--- src/rtl/demux_8x1_deser_pkg.sv ---
// Shared definitions for the 8:1 serial-to-parallel collector.
// Holds the data/select widths, the last-slot constant, the collector
// state encoding and the helper that maps the slot pointer onto a bit
// position for either bit order.
package demux_8x1_deser_pkg;

  localparam int DATA_W = 8;
  localparam int SEL_W  = 3;

  localparam logic [SEL_W-1:0] SEL_LAST = 3'd7;

  typedef enum logic {
    IDLE,
    COLLECT
  } state_t;

  // With MSB-first order the first accepted bit belongs in bit 7, so the
  // pointer is mirrored instead of used directly.
  function automatic logic [SEL_W-1:0] slotIndex(input logic [SEL_W-1:0] sel,
                                                 input bit lsbFirst);
    return lsbFirst ? sel : (SEL_LAST - sel);
  endfunction

endpackage

--- src/rtl/demux_8x1_deser_if.sv ---
// Byte-collector bus: serial input side plus the parallel byte output.
//   din, din_valid : serial bit and its qualifier
//   clear          : synchronous abort of a partial byte
//   dout           : last completed byte
//   dout_valid     : one-cycle pulse when dout updates
//   sel            : current slot pointer (bits held in the current byte)
//   busy           : a partial byte is held
// master = the producer/consumer around the collector, slave = the collector.
interface demux_8x1_deser_if
  import demux_8x1_deser_pkg::*;
();

  logic              din;
  logic              din_valid;
  logic              clear;
  logic [DATA_W-1:0] dout;
  logic              dout_valid;
  logic [SEL_W-1:0]  sel;
  logic              busy;

  modport master (
    output din, din_valid, clear,
    input  dout, dout_valid, sel, busy
  );

  modport slave (
    input  din, din_valid, clear,
    output dout, dout_valid, sel, busy
  );

endinterface

--- src/rtl/demux_8x1_deser_demux_1x8.sv ---
// Combinational 1:8 demux producing a one-hot write enable.
//   i_sel : slot to enable
//   i_en  : global enable; all outputs low when it is low
//   o_we  : one-hot (or all-zero) write-enable vector
// Built as two 1:4 stages decoded by i_sel[1:0], with i_sel[2] choosing
// which stage receives the enable.
module demux_1x8
  import demux_8x1_deser_pkg::*;
(
  input  logic [SEL_W-1:0]  i_sel,
  input  logic              i_en,
  output logic [DATA_W-1:0] o_we
);

  logic       w_lowEn;
  logic       w_highEn;
  logic [3:0] w_lowWe;
  logic [3:0] w_highWe;

  assign w_lowEn  = i_en & ~i_sel[2];
  assign w_highEn = i_en &  i_sel[2];

  always_comb begin
    w_lowWe  = 4'b0000;
    w_highWe = 4'b0000;
    w_lowWe[i_sel[1:0]]  = w_lowEn;
    w_highWe[i_sel[1:0]] = w_highEn;
  end

  assign o_we = {w_highWe, w_lowWe};

endmodule

--- src/rtl/demux_8x1_deser.sv ---
// Serial-to-parallel collector (receive side of the 8:1 serializer).
// Each accepted serial bit is steered by the slot pointer into an 8-bit
// shadow register; the eighth bit completes the byte, which is presented
// on dout together with a one-cycle dout_valid pulse.
//   i_clk    : system clock, rising edge
//   i_rst_n  : asynchronous active-low reset
//   bus      : collector bus (slave side), see demux_8x1_deser_if
// Parameter LSB_FIRST: 1 = first bit lands in bit 0, 0 = first bit in bit 7.
module demux_8x1_deser
  import demux_8x1_deser_pkg::*;
#(
  parameter bit LSB_FIRST = 1'b1
) (
  input  logic             i_clk,
  input  logic             i_rst_n,
  demux_8x1_deser_if.slave bus
);

  state_t            r_state;
  logic [SEL_W-1:0]  r_sel;
  logic [DATA_W-1:0] r_shadow;
  logic [DATA_W-1:0] r_dout;
  logic              r_doutValid;

  logic              w_accept;
  logic [SEL_W-1:0]  w_slot;
  logic [DATA_W-1:0] w_writeEn;
  logic [DATA_W-1:0] w_merged;

  // clear wins over din_valid, so a cleared cycle never writes the shadow.
  assign w_accept = bus.din_valid & ~bus.clear;
  assign w_slot   = slotIndex(r_sel, LSB_FIRST);

  demux_1x8 u_demux (
    .i_sel (w_slot),
    .i_en  (w_accept),
    .o_we  (w_writeEn)
  );

  // Shadow with the incoming bit already merged; on the eighth bit this is
  // the completed byte, so it can go straight to dout.
  assign w_merged = (r_shadow & ~w_writeEn) | ({DATA_W{bus.din}} & w_writeEn);

  always_ff @(posedge i_clk or negedge i_rst_n) begin
    if (!i_rst_n) begin
      r_state     <= IDLE;
      r_sel       <= '0;
      r_shadow    <= '0;
      r_dout      <= '0;
      r_doutValid <= 1'b0;
    end else begin
      r_doutValid <= 1'b0;
      if (bus.clear) begin
        r_state <= IDLE;
        r_sel   <= '0;
      end else if (bus.din_valid) begin
        r_shadow <= w_merged;
        case (r_state)
          IDLE: begin
            r_sel   <= 3'd1;
            r_state <= COLLECT;
          end
          COLLECT: begin
            if (r_sel == SEL_LAST) begin
              // Shadow is not cleared: every slot is rewritten before the
              // next completion.
              r_dout      <= w_merged;
              r_doutValid <= 1'b1;
              r_sel       <= '0;
              r_state     <= IDLE;
            end else begin
              r_sel <= r_sel + 3'd1;
            end
          end
          default: begin
            r_sel   <= '0;
            r_state <= IDLE;
          end
        endcase
      end
    end
  end

  assign bus.dout       = r_dout;
  assign bus.dout_valid = r_doutValid;
  assign bus.sel        = r_sel;
  assign bus.busy       = (r_state == COLLECT);

endmodule

--- src/flat_wrapper.sv ---
// flat-port wrapper written by rule: the top's interface ports become plain ports
module demux_8x1_deser_flat import demux_8x1_deser_pkg::*;
#(
  parameter bit LSB_FIRST = 1'b1
)
  (i_clk, i_rst_n, bus_din, bus_din_valid, bus_clear, bus_dout, bus_dout_valid, bus_sel, bus_busy);
  demux_8x1_deser_if bus_i ();
  input  logic i_clk;
  input  logic i_rst_n;
  input wire logic [$bits(bus_i.din)-1:0] bus_din;
  input wire logic [$bits(bus_i.din_valid)-1:0] bus_din_valid;
  input wire logic [$bits(bus_i.clear)-1:0] bus_clear;
  output wire logic [$bits(bus_i.dout)-1:0] bus_dout;
  output wire logic [$bits(bus_i.dout_valid)-1:0] bus_dout_valid;
  output wire logic [$bits(bus_i.sel)-1:0] bus_sel;
  output wire logic [$bits(bus_i.busy)-1:0] bus_busy;
  assign bus_i.din = bus_din;
  assign bus_i.din_valid = bus_din_valid;
  assign bus_i.clear = bus_clear;
  assign bus_dout = bus_i.dout;
  assign bus_dout_valid = bus_i.dout_valid;
  assign bus_sel = bus_i.sel;
  assign bus_busy = bus_i.busy;
  demux_8x1_deser #(.LSB_FIRST(LSB_FIRST)) u_core (.i_clk(i_clk), .i_rst_n(i_rst_n), .bus(bus_i));
endmodule
--- config.mk ---
export PLATFORM = sky130hd
export DESIGN_NAME = demux_8x1_deser_flat
export DESIGN_NICKNAME = d
export VERILOG_FILES = /design/src/rtl/demux_8x1_deser_pkg.sv /design/src/rtl/demux_8x1_deser_if.sv /design/src/rtl/demux_8x1_deser_demux_1x8.sv /design/src/rtl/demux_8x1_deser.sv /design/src/flat_wrapper.sv
export SDC_FILE = /design/constraint.sdc
export NUM_CORES = 1
export LEC_CHECK = 0
export ABC_AREA = 1
export CAP_MARGIN = 20
export CORE_MARGIN = 3
export CORE_UTILIZATION = 50
export CTS_CLUSTER_DIAMETER = 80
export DETAILED_ROUTE_END_ITERATION = 7
export GPL_ROUTABILITY_DRIVEN = 0
export PLACE_DENSITY = 0.87
export REMOVE_ABC_BUFFERS = 1
export SLEW_MARGIN = 20
export SYNTH_ARGS = -nofsm -noshare
export SYNTH_HDL_FRONTEND = slang
export SYNTH_SLANG_ARGS = --single-unit
--- constraint.sdc ---
create_clock -name i_clk -period 1.8 [get_ports i_clk]
set_input_delay 0.27 -clock i_clk [delete_from_list [all_inputs] [get_ports i_clk]]
set_output_delay 0.27 -clock i_clk [all_outputs]
set_load 0.05 [all_outputs]
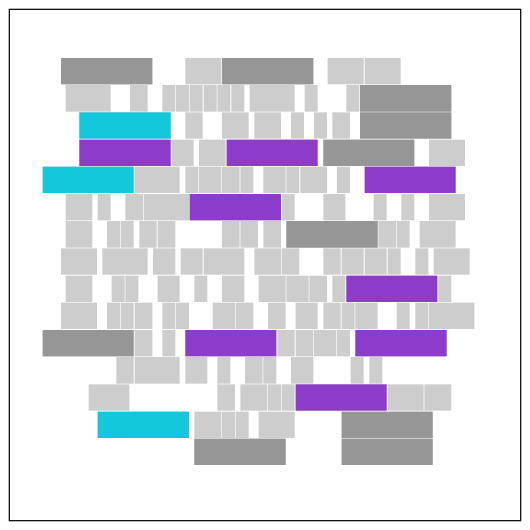
Fig. 1. Sequential cells grouped by signal name (run 1).
Scale: 10 px per um. Other sequential cells in the stronger grey, the rest of the logic in the fainter grey.
u_core.r_shadow: in purple, flops 8. u_core.bus.sel: in cyan, flops 3.
Another 10 sequential cells are not coloured.

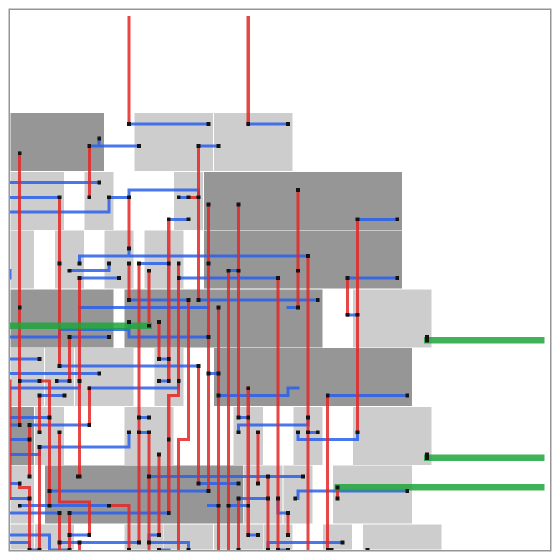
Fig. 2. Close-up of the layout (run 1).
Region (26, 26) to (51, 51) um. Cells in grey, sequential cells in the stronger grey; small squares are vias.
met1: in blue. met3: in green. met2: in red.
Most frequent: nand2_1 (8), dfrtp_1 (6), clkdlybuf4s50_1 (5). 28 logic cells have their middle in the window. Sequential cells in the window: 6. Netlist names of flops here include u_core.bus.dout (3), u_core.r_shadow (2).

==> reports/qor.txt, run 1 <==
Outcome -> finished clean
Worst R2R Path Depth -> 7
Slew Limit Fails -> 0
Comb area share -> 33.2%
Tot Pwr -> 0.906 mW
Worst setup path end -> bus_dout[0]
Largest stage delay, worst path -> 810 ps
# clock sinks -> 21
Flop count -> 21
Grt total ovfl -> 0
Logic area -> 419 um2
Number of flops mapped to enable cells by yosys -> 0
Sequential cell fraction of total power -> 56.7%
Post-route DRC -> 0
Buffering overhead -> 16.1%
Hold buffers post-CTS -> 0
Crit path max fanout -> 2
Delay-heaviest family, CP -> buffers and inverters
Routed WL per cell -> 12.8 um
Met1 GRT Util -> 22.6%
Worst Max-Slew Pin Slew -> 500 ps
M1 WL -> 919 um
Clock buffer depth -> 2
FA/HA/MAJ Cells, Area Fraction -> 6.18%
Routed wire length -> 2110 um
Crit path depth -> 1
#FFs+latches synth -> 21
Setup repair bufs after CTS -> 0
Synth top cell by count -> nand2_1
Detailed Routing Iterations Pass 1 -> 4
Hold slack -> 290 ps
Average cell area after synthesis -> 8.88 um2
Crit path time final -> 1760 ps
Path category of the worst min-delay check -> in2async
Slew margin rel. -> 66.6%
Chip Area, Yosys -> 1010 um2
FF+latch area -> 526 um2
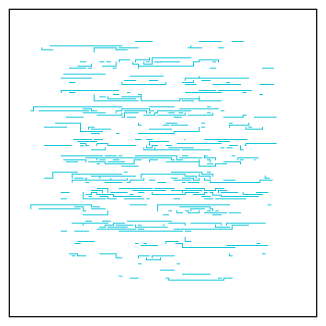
Fig. 3. The metal 1 layer (run 1).
Scale: 6 px per um.
The layer carries 920 um of wire. The wires run mostly horizontal. The layer holds 44% of the routed length. 123 nets have wire on it.

--- run 2 (diff from run 1) ---
- RECOVER_POWER: unset -> 25
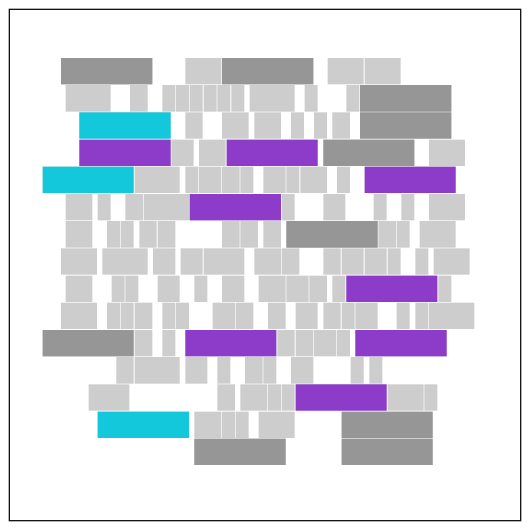
Fig. 4. Sequential cells grouped by signal name (run 2).
Scale: 10 px per um. Other sequential cells in the stronger grey, the rest of the logic in the fainter grey.
u_core.r_shadow: in purple, flops 8. u_core.bus.sel: in cyan, flops 3.

==> run 2 against run 1 <==
Net effect:
- combinational power about the same
- sequential cell count unchanged
- die size unchanged
- sequential share of layout area up 0.12 points
- largest power group unchanged
==> reports/qor.txt, run 2 <==
Worst Max-Slew Pin Slew -> 1140 ps
First-pass GRT wire length -> 3640 um
Vias per cell -> 5.13
FF+latch area -> 526 um2
Chip width -> 51.0 um
Path category of the worst min-delay check -> reg2reg
Grt total ovfl -> 0
Crit path depth -> 1
Largest net degree at the start of global routing -> 22
#FFs+latches synth -> 21
Worst setup path end -> bus_dout[0]
Buffers outside the clock class -> 22
Port Buf Inserts -> 17
Comb area share -> 33.3%
Initial Util -> 55.6%
Hold buffers post-CTS -> 0
Crit path max fanout -> 2
Buffering overhead -> 15.8%
Largest stage delay, worst path -> 810 ps
Worst R2R Path Depth -> 7
Outcome -> finished clean
Dominant Register Cell -> dfrtp_1
Initial antenna violation count -> 0
Vias in the first global route -> 838
Average cell area after synthesis -> 8.88 um2
# clock sinks -> 21
Routed wire length -> 2110 um
Synth top cell by count -> nand2_1
Number of flops mapped to enable cells by yosys -> 0
FA/HA/MAJ Cells, Area Fraction -> 6.18%
Delay-heaviest family, CP -> buffers and inverters
Post-route DRC -> 0
Yosys top cell by area -> dfrtp_1
Crit path time final -> 1760 ps
Routed WL per cell -> 12.8 um
Setup repair bufs after CTS -> 0
Detailed Routing Iterations Pass 1 -> 4
M1 WL -> 924 um
Sequential cell fraction of total power -> 56.9%
Hold slack -> 490 ps
Met1 GRT Util -> 22.6%
Net switching power -> 0.267 mW
Core ar. -> 1820 um2
Slew margin rel. -> 24.1%
Flop count -> 21
Slew Limit Fails -> 0
Logic area -> 419 um2
Clock buffer depth -> 2
Tot Pwr -> 0.904 mW
Chip Area, Yosys -> 1010 um2
--- run 3 (diff from run 2) ---
- CORE_UTILIZATION: 50 -> 45
- PLACE_DENSITY: 0.87 -> 0.84
- clock period: 1.8 -> 1.6 ns (I/O delays scaled with it)
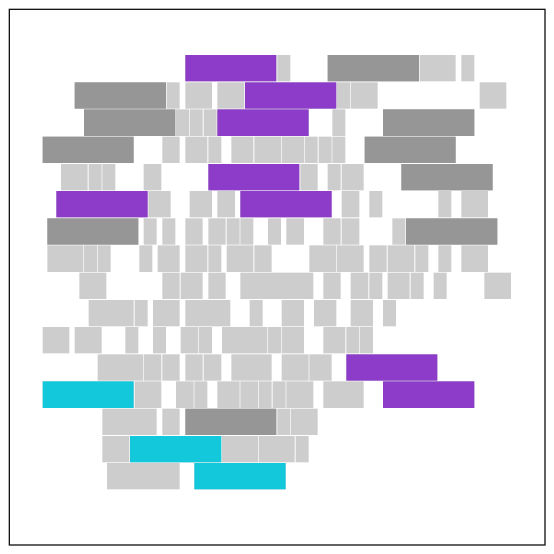
Fig. 5. Sequential cells grouped by signal name (run 3).
Scale: 10 px per um. Other sequential cells in the stronger grey, the rest of the logic in the fainter grey.
FF+latch area: 526 um2
Seq group: 0.577 mW
Seq area share: 40.7%
Util after Layout: 63.2%

==> run 3 against run 2 <==
Net effect:
- sequential power grew 12%
- first-iteration DRC count grew 46%
- via count grew 3.4%
- largest power group unchanged
- non-clock buffer count grew 4
- critical path depth grew 6
- total power grew 14%
- sequential cell count is the same
- routed wire length shrank 1.6%
- utilization shrank 5.9 points
- synthesized area is the same
- worst hold slack gained 1.1 ps
- sequential share of layout area shrank 1.1 points
==> reports/qor.txt, run 3 <==
Crit path depth -> 7
First-pass GRT wire length -> 3460 um
Outcome -> finished clean
Worst Max-Slew Pin Slew -> 1080 ps
Grt total ovfl -> 0
Slew Limit Fails -> 0
FA/HA/MAJ Cells, Area Fraction -> 6.18%
Chip Area, Yosys -> 1010 um2
Delay-heaviest family, CP -> simple AND/OR/NAND/NOR gates
Hold slack -> 491 ps
Worst setup path end -> u_core.bus.dout[2]$_DFFE_PN0P_
Chip width -> 53.4 um
M1 WL -> 955 um
Core ar. -> 2040 um2
Met1 GRT Util -> 21.7%
Vias per cell -> 5.12
Setup repair bufs after CTS -> 3
Post-route DRC -> 0
Detailed Routing Iterations Pass 1 -> 4
Synth top cell by count -> nand2_1
Largest net degree at the start of global routing -> 22
Crit path time final -> 1450 ps
P per Cell Area -> 797 nW/um2
Yosys top cell by area -> dfrtp_1
Initial antenna violation count -> 0
Routed wire length -> 2070 um
Crit path max fanout -> 5
Sequential cell fraction of total power -> 56.1%
Buffering overhead -> 17.5%
Largest stage delay, worst path -> 380 ps
Path category of the worst min-delay check -> reg2reg
# clock sinks -> 21
Buffers outside the clock class -> 26
Number of flops mapped to enable cells by yosys -> 0
Vias in the first global route -> 832
Clock buffer depth -> 2
Routed WL per cell -> 12.2 um
Comb area share -> 32.7%
Flop count -> 21
Initial Util -> 49.6%
Hold buffers post-CTS -> 0
Port Buf Inserts -> 17
Average cell area after synthesis -> 8.88 um2
Tot Pwr -> 1.03 mW

==> screenshots <==
Gate families picked out.
panel A
Scale: 6 px per um.
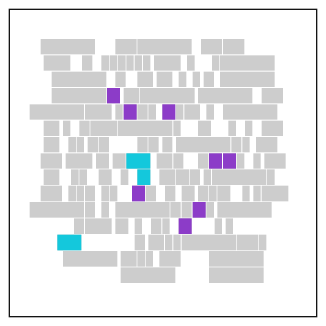
panel B
Scale: 4 px per um.
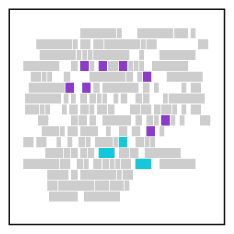
run 3: panel B
run 2: panel A

Power and IR drop assume default switching activity.
